$ cat config.mk
export PLATFORM = sky130hd
export DESIGN_NAME = bram_tree_sched
export DESIGN_NICKNAME = d
export VERILOG_FILES = /design/src/rtl/bram_tree_sched.sv
export SDC_FILE = /design/constraint.sdc
export NUM_CORES = 1
export LEC_CHECK = 0
export CAP_MARGIN = 20
export CORE_ASPECT_RATIO = 0.7
export CORE_MARGIN = 3
export CORE_UTILIZATION = 37
export CTS_BUF_LIST = sky130_fd_sc_hd__clkbuf_4 sky130_fd_sc_hd__clkbuf_8 sky130_fd_sc_hd__clkbuf_16
export CTS_CLUSTER_DIAMETER = 150
export CTS_CLUSTER_SIZE = 24
export DETAILED_ROUTE_END_ITERATION = 7
export MAX_ROUTING_LAYER = met4
export PLACE_DENSITY = 0.78
export SYNTH_ARGS = -nofsm -noshare
export SYNTH_HDL_FRONTEND = slang
export SYNTH_SLANG_ARGS = --single-unit
$ cat constraint.sdc
create_clock -name CLK -period 2.4 [get_ports CLK]
set_input_delay 0.48 -clock CLK [delete_from_list [all_inputs] [get_ports CLK]]
set_output_delay 0.48 -clock CLK [all_outputs]
set_load 0.1 [all_outputs]
$ cat src/rtl/bram_tree_sched.sv
// bram_tree_sched: round-robin multi-client front end for the BRAM
// tournament-tree priority queue (max at root).
//   CLK, RSTn        : clock, asynchronous active-low reset (shared with tree)
//   i_req/i_op/i_data: per-client request, op (01 push, 10 pop, 11 replace), value
//   o_gnt            : one-hot grant pulse, asserted in the ISSUE cycle
//   o_rsp_*          : response pulse in the cycle after ISSUE (id, reject, top item)
//   o_tree_*         : command strobes/data to the tree; i_tree_data = tree top
//   o_count/o_empty/o_full : occupancy tracking
module bram_tree_sched #(
  parameter int NumReq    = 4,
  parameter int DataWidth = 32,
  parameter int QueueSize = 8,
  parameter int OpGap     = 4
) (
  input  logic                           CLK,
  input  logic                           RSTn,
  input  logic [NumReq-1:0]              i_req,
  input  logic [2*NumReq-1:0]            i_op,
  input  logic [NumReq*DataWidth-1:0]    i_data,
  output logic [NumReq-1:0]              o_gnt,
  output logic                           o_rsp_valid,
  output logic [$clog2(NumReq)-1:0]      o_rsp_id,
  output logic                           o_rsp_err,
  output logic [DataWidth-1:0]           o_rsp_data,
  output logic                           o_tree_wrt,
  output logic                           o_tree_read,
  output logic [DataWidth-1:0]           o_tree_data,
  input  logic [DataWidth-1:0]           i_tree_data,
  output logic [$clog2(QueueSize+1)-1:0] o_count,
  output logic                           o_empty,
  output logic                           o_full
);

  localparam int IdW  = $clog2(NumReq);
  localparam int CntW = $clog2(QueueSize+1);
  localparam int GapW = $clog2(OpGap);

  localparam logic [1:0] OpPush = 2'b01;
  localparam logic [1:0] OpPop  = 2'b10;

  typedef enum logic [1:0] {IDLE, ISSUE, SETTLE} state_t;

  state_t           state;
  logic [IdW-1:0]   ptr;
  logic [IdW-1:0]   win_id;
  logic [1:0]       win_op;
  logic             legal;
  logic [GapW-1:0]  gap;

  logic [NumReq-1:0]   elig;
  logic [2*NumReq-1:0] elig2;
  logic [NumReq-1:0]   rot;
  logic                found;
  logic [IdW:0]        sum;
  logic [IdW-1:0]      pick;
  logic [IdW-1:0]      pick_next;
  logic [1:0]          op_pick;
  logic [DataWidth-1:0] data_pick;
  logic                pick_legal;

  assign o_empty = (o_count == '0);
  assign o_full  = (o_count == CntW'(QueueSize));

  // Search is done on the eligibility vector rotated so the RR pointer sits at bit 0.
  always_comb begin
    elig      = '0;
    found     = 1'b0;
    sum       = '0;
    pick      = '0;
    op_pick   = '0;
    data_pick = '0;
    for (int unsigned k = 0; k < NumReq; k++) begin
      elig[k] = i_req[k] & (i_op[2*k +: 2] != 2'b00);
    end
    elig2 = {elig, elig} >> ptr;
    rot   = elig2[NumReq-1:0];
    for (int unsigned i = 0; i < NumReq; i++) begin
      if (!found && rot[i]) begin
        found = 1'b1;
        sum   = {1'b0, ptr} + (IdW+1)'(i);
        if (sum >= (IdW+1)'(NumReq)) begin
          sum = sum - (IdW+1)'(NumReq);
        end
        pick = sum[IdW-1:0];
      end
    end
    for (int unsigned k = 0; k < NumReq; k++) begin
      if (IdW'(k) == pick) begin
        op_pick   = i_op[2*k +: 2];
        data_pick = i_data[k*DataWidth +: DataWidth];
      end
    end
    pick_next  = (pick == IdW'(NumReq-1)) ? '0 : pick + IdW'(1);
    pick_legal = (op_pick == OpPush) ? !o_full : !o_empty;
  end

  // Grant and tree command are registered on the IDLE edge so they appear
  // in the ISSUE cycle; occupancy cannot change while in IDLE.
  always_ff @(posedge CLK or negedge RSTn) begin
    if (!RSTn) begin
      state       <= IDLE;
      ptr         <= '0;
      win_id      <= '0;
      win_op      <= '0;
      legal       <= 1'b0;
      gap         <= '0;
      o_count     <= '0;
      o_gnt       <= '0;
      o_tree_wrt  <= 1'b0;
      o_tree_read <= 1'b0;
      o_tree_data <= '0;
      o_rsp_valid <= 1'b0;
      o_rsp_id    <= '0;
      o_rsp_err   <= 1'b0;
      o_rsp_data  <= '0;
    end else begin
      o_gnt       <= '0;
      o_tree_wrt  <= 1'b0;
      o_tree_read <= 1'b0;
      o_tree_data <= '0;
      o_rsp_valid <= 1'b0;
      o_rsp_id    <= '0;
      o_rsp_err   <= 1'b0;
      o_rsp_data  <= '0;
      case (state)
        IDLE: begin
          if (found) begin
            win_id <= pick;
            win_op <= op_pick;
            legal  <= pick_legal;
            ptr    <= pick_next;
            o_gnt  <= NumReq'(1) << pick;
            if (pick_legal) begin
              o_tree_wrt  <= op_pick[0];
              o_tree_read <= op_pick[1];
              o_tree_data <= (op_pick == OpPop) ? '0 : data_pick;
            end
            state <= ISSUE;
          end
        end
        ISSUE: begin
          o_rsp_valid <= 1'b1;
          o_rsp_id    <= win_id;
          o_rsp_err   <= !legal;
          if (legal) begin
            if (win_op[1]) begin
              o_rsp_data <= i_tree_data;
            end
            if (win_op == OpPush) begin
              o_count <= o_count + CntW'(1);
            end else if (win_op == OpPop) begin
              o_count <= o_count - CntW'(1);
            end
            gap   <= '0;
            state <= SETTLE;
          end else begin
            state <= IDLE;
          end
        end
        SETTLE: begin
          if (gap == GapW'(OpGap-2)) begin
            state <= IDLE;
          end else begin
            gap <= gap + GapW'(1);
          end
        end
        default: state <= IDLE;
      endcase
    end
  end

endmodule

==> run notes <==
Implementation status.

- Looking at the reg2reg group, the worst path starts from ptr[1].
- The fraction of the cycle the final worst path needs is 1.13.
- The kind of path behind the tightest hold check is primary input to async pin.
- The gate-level netlist out of Yosys references 45 unique cell types.
- The number of I/O port buffers is 253.
- After synthesis the cells add up to 4980 um2.
- The area occupied by registers is 2230 um2.
- The transition time at the pin with the least slew margin is 0.642 ns.
- The most numerous cell type found on the critical path is buf_6.
- The number of slew-limit violations in the final report is 0.
- Yosys reports the multiplexer fraction of the synthesized area as 0.00628.
- The top cell types in the final layout, fill and taps aside, are 160 x clkdlybuf4s50_1, 129 x buf_4, 84 x dfrtp_1.
- The core utilization at floorplan is 0.389.
- The slew check shows that the tightest pin keeps a relative margin of 0.572.
- The count of warning messages emitted by the tools is 32.
- For this design the total switching power over the nets is 6610 uW.
- The power dissipated in sequential cells is 2310 uW.
- Per the synthesis report, the adder-cell share of the synthesized area is 0.0241.
- The commonest non-fill, non-tap cell in the layout is clkdlybuf4s50_1.
- The switching portion of total power comes to 0.536.
- Per the detail_route report, routed wire per instance is 20.1 um.
- TritonCTS built the clock tree.
- The worst clock skew is 0.00431 ns.
- The class of the most critical setup path is primary input to flip-flop.
- The number of tap cells inserted is 180.
- The routed length on met1 is 8440 um.
- The overall routing resource usage is 0.252.
- Clock tree synthesis found a total of 89 sinks.
- The highest metal layer used by the detailed router is met4.
- Post-synth the commonest register cell is dfrtp_1.
- The violation tally from detailed-route iteration zero is 233.
- The source-to-sink clock delay at the later pin of the worst-skew pair is 0.34 ns.
- In the Yosys report the total cell count is 496.
- The post-synthesis xor/xnor area fraction is 0.00527.
- The OpenROAD report gives the critical path a required time of 2.62 ns.
- The cell count after placement is 931.
- The post-synthesis sequential element count is 89.
- For this run, the register share of the synthesized area comes to 0.447.
- By area the synthesized netlist is led by dfrtp_1 45%, and2_1 9.0%, nor3_2 6.0%, a221oi_1 5.6%, o221ai_1 5.6%.
- The overall die size recorded for this design is 14900 um2.
- The residual antenna-violating net count after detailed routing is 0.
- The portion of the layout cell area used by clock cells is 0.0334.
- For reference, the critical path is captured by o_tree_data[0].
- The maximum level of the CTS H-tree is 3.
- The number of sequential cells reported for the layout is 89.
- Counting the fill cells in the layout gives 905.
- In this run the critical path is formed by dlygate4sd2_1, o21a_1, mux2i_4, a2bb2oi_4, and2_4, ha_4, buf_6, a211oi_4, a221oi_4, buf_6, buf_6, and3_4, buf_12, nor3_2.
- The area added between synthesis and finish is 83.5%.
- During synthesis, Yosys emitted a total of 0 warnings.
- The flow ran to the end, but the final reports show violations.
- The fraction of cell area in non-clock buffers is 0.358.
- The net count reported at finish is 975.
- Per the layout report, the design carries 334 non-clock buffers.
- The share of total power dissipated in the clock network is 0.116.
- The most critical setup path has its startpoint at i_req[2].
- STA reports a reg2reg setup slack of -0.28 ns.
- Counting endpoints that fail hold in the final report gives 0.
- The final worst slack is -0.304 ns.
- The sequential share of cell area is 0.244.
- The largest cell class by area is buffers.
- By count the netlist is led by 89 x dfrtp_1, 72 x and2_1, 40 x inv_1.
- In the final layout, the registers with the most flip-flops are o_rsp_data (32), o_tree_data (32).
- Of the total synthesized cell area, the portion taken by AND, OR, NAND and NOR gates is 0.238.
- The total of hold buffers inserted after clock tree synthesis is 0.
- Counting every net in the synthesized netlist gives 679.
- In this run, synthesis inferred 0 flip-flops with an integrated enable.
- At the worst endpoint, the arrival time is 2.92 ns.
- The chip area line of the yosys report is 4980 um2.
- The first detailed-routing pass ran for 5 iterations.
- The clock-pin slew on the worst setup and hold paths is 0.06 ns.
- The total number of multi-input combinational cells is 317.
- Counting cells, the worst reg-to-reg path comes to 14.
- The maximum number of pins on one net before global-route repair is 66.
- The final setup violation count is 36.
- The synthesized-area fraction occupied by ao, oa, aoi and oai cells is 0.197.
- The internal portion of the total power is 5720 uW.
- The routability-driven placement congestion ratio is 0.894.
- The average instance in the mapped netlist occupies 10.0 um2.
- The worst setup path is launched from a primary input.
- After layout, the minimum clock period comes to 2.70 ns.
- The worst setup path is captured at a flip-flop.
- The non-clock inverters instantiated in the layout total 41.
- Clock network power for this build is 1420 uW.
- Setup repair after global routing could not meet its margin everywhere.
- Among all cell types in the netlist, the one instantiated most often is dfrtp_1.
- The leading area contributor after synthesis is dfrtp_1.
- The met2 layer wire length in the routed design is 9700 um.
- The share of async-settable or async-resettable flops after synthesis is 1.00.
- In the final layout, the share of cells above drive strength 1 is 0.360.
- The report lists the power per cell area as 1350 nW/um2.
- In the placement report, post-DP HPWL is listed as 13600 um.
- The met3 usage is 0.0450.
- The area fraction of the dominant cell type after synthesis is 0.447.
- The first-pass GRT wire length is 28300 um.
- The cell class contributing the biggest share of worst-path delay is buffers and inverters.
- The routed wire length on met3 is 1230 um.
- After global routing, the most crowded layer is met2.
- Looking at the VDD voltage map, the peak drop is 0.798 mV.
- In this run the vertical extent of the chip is 103 um.
- Of the total power, combinational logic draws 0.697.
- The tool flagged a number of max-cap violations equal to 0.
- Together, buffers and inverters on the worst path number 5.
- The checks that failed: setup timing.
- The global route total overflow is 0.
- The power in combinational cells is 8590 uW.
- The cell count along the critical path is 14.
- 254 I/O pins were placed.
- The buffer cell driving the clock tree root is clkbuf_16.
- The layout clock buffer count is 10.
- In the routed design, unresolved DRC markers number 0.
- The design draws 12300 uW.
- The maximum frequency from static timing analysis is 370 MHz.
- Synthesis produced 496 cells.
- The number of global-route vias before repair is 5226.
- The count of standard-cell rows is 34.
- The largest buffer count on any clock path is 2.
- The placeable core area is 12800 um2.
- The vias per cell is 5.31.
- The register share of total power is 0.188.
- In this run the critical register-to-register path is captured at o_tree_data[0].
- The maximum fanout encountered on the critical timing path is 7.
- The number of CTS-inserted buffers is 9.
- The final antenna diode tally reported by the flow is 0.
- For this run, the number of standard cells in the final layout without fillers is 977.
- The floorplan step set the die width to 145 um.
- The static leakage power is 0.00394 uW.
- The combinational gate area is 2950 um2.
- Of all power groups, the one with the highest power is combinational cells.
- OpenSTA, run right after detailed placement, puts the worst setup slack at -0.932 ns.
- The initial antenna violation count is 0.
- The largest single stage delay on the critical path is 0.31 ns.
- The largest family of logic cells by area is simple AND/OR/NAND/NOR gates.
- The slowest stage of the critical path belongs to the cell and3_4.
- The fraction of cell area in multi-input combinational cells is reported as 0.323.
[repair_timing]
| item | CTS | global route |
|---|---|---|
| setup buffers | 23 | 1 |
| hold endpoints to repair | 0 | 0 |
| endpoints found under the setup margin | 37 | 37 |
| gates cloned | 4 | 3 |
| pin swaps | 25 | 21 |
| gates resized | 95 | 36 |
[metrics by stage]
stage	instance area (um2)	hold slack [ns]	util	setup TNS (ns)
floorplan	5100	0.184	-	-6.52
global placement	7940	0.474	0.620	-25.92
detailed placement	7940	0.483	0.620	-28.93
CTS	8940	0.183	0.698	-7.06
global route	9140	0.195	0.714	-12.43
finish	9140	0.155	0.714	-10.03
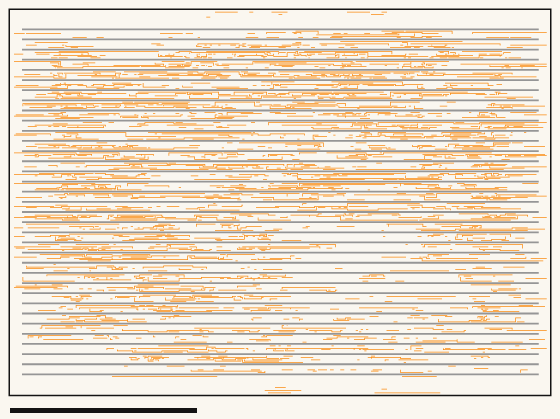
(signal wires on met1)
Scale bar: 50 um. Supply wires on this layer in gray.
- main direction: horizontal
- longest straight run: 39.6 um
- nets with wire on the layer: 844
- share of all routed wire: 43%
- wire length on this layer: 8440 um
count of vias placed by the detailed router: 5183
met1 Usage GRT: 0.329
wirelength, routed: 19700 um

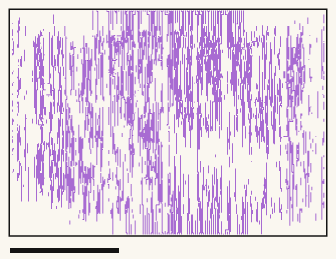
(signal wires on met2)
Scale bar: 50 um.
- main direction: vertical
- longest straight run: 40.5 um
- share of all routed wire: 49%
met2 track demand over resource: 0.420

Power and IR drop assume default switching activity.
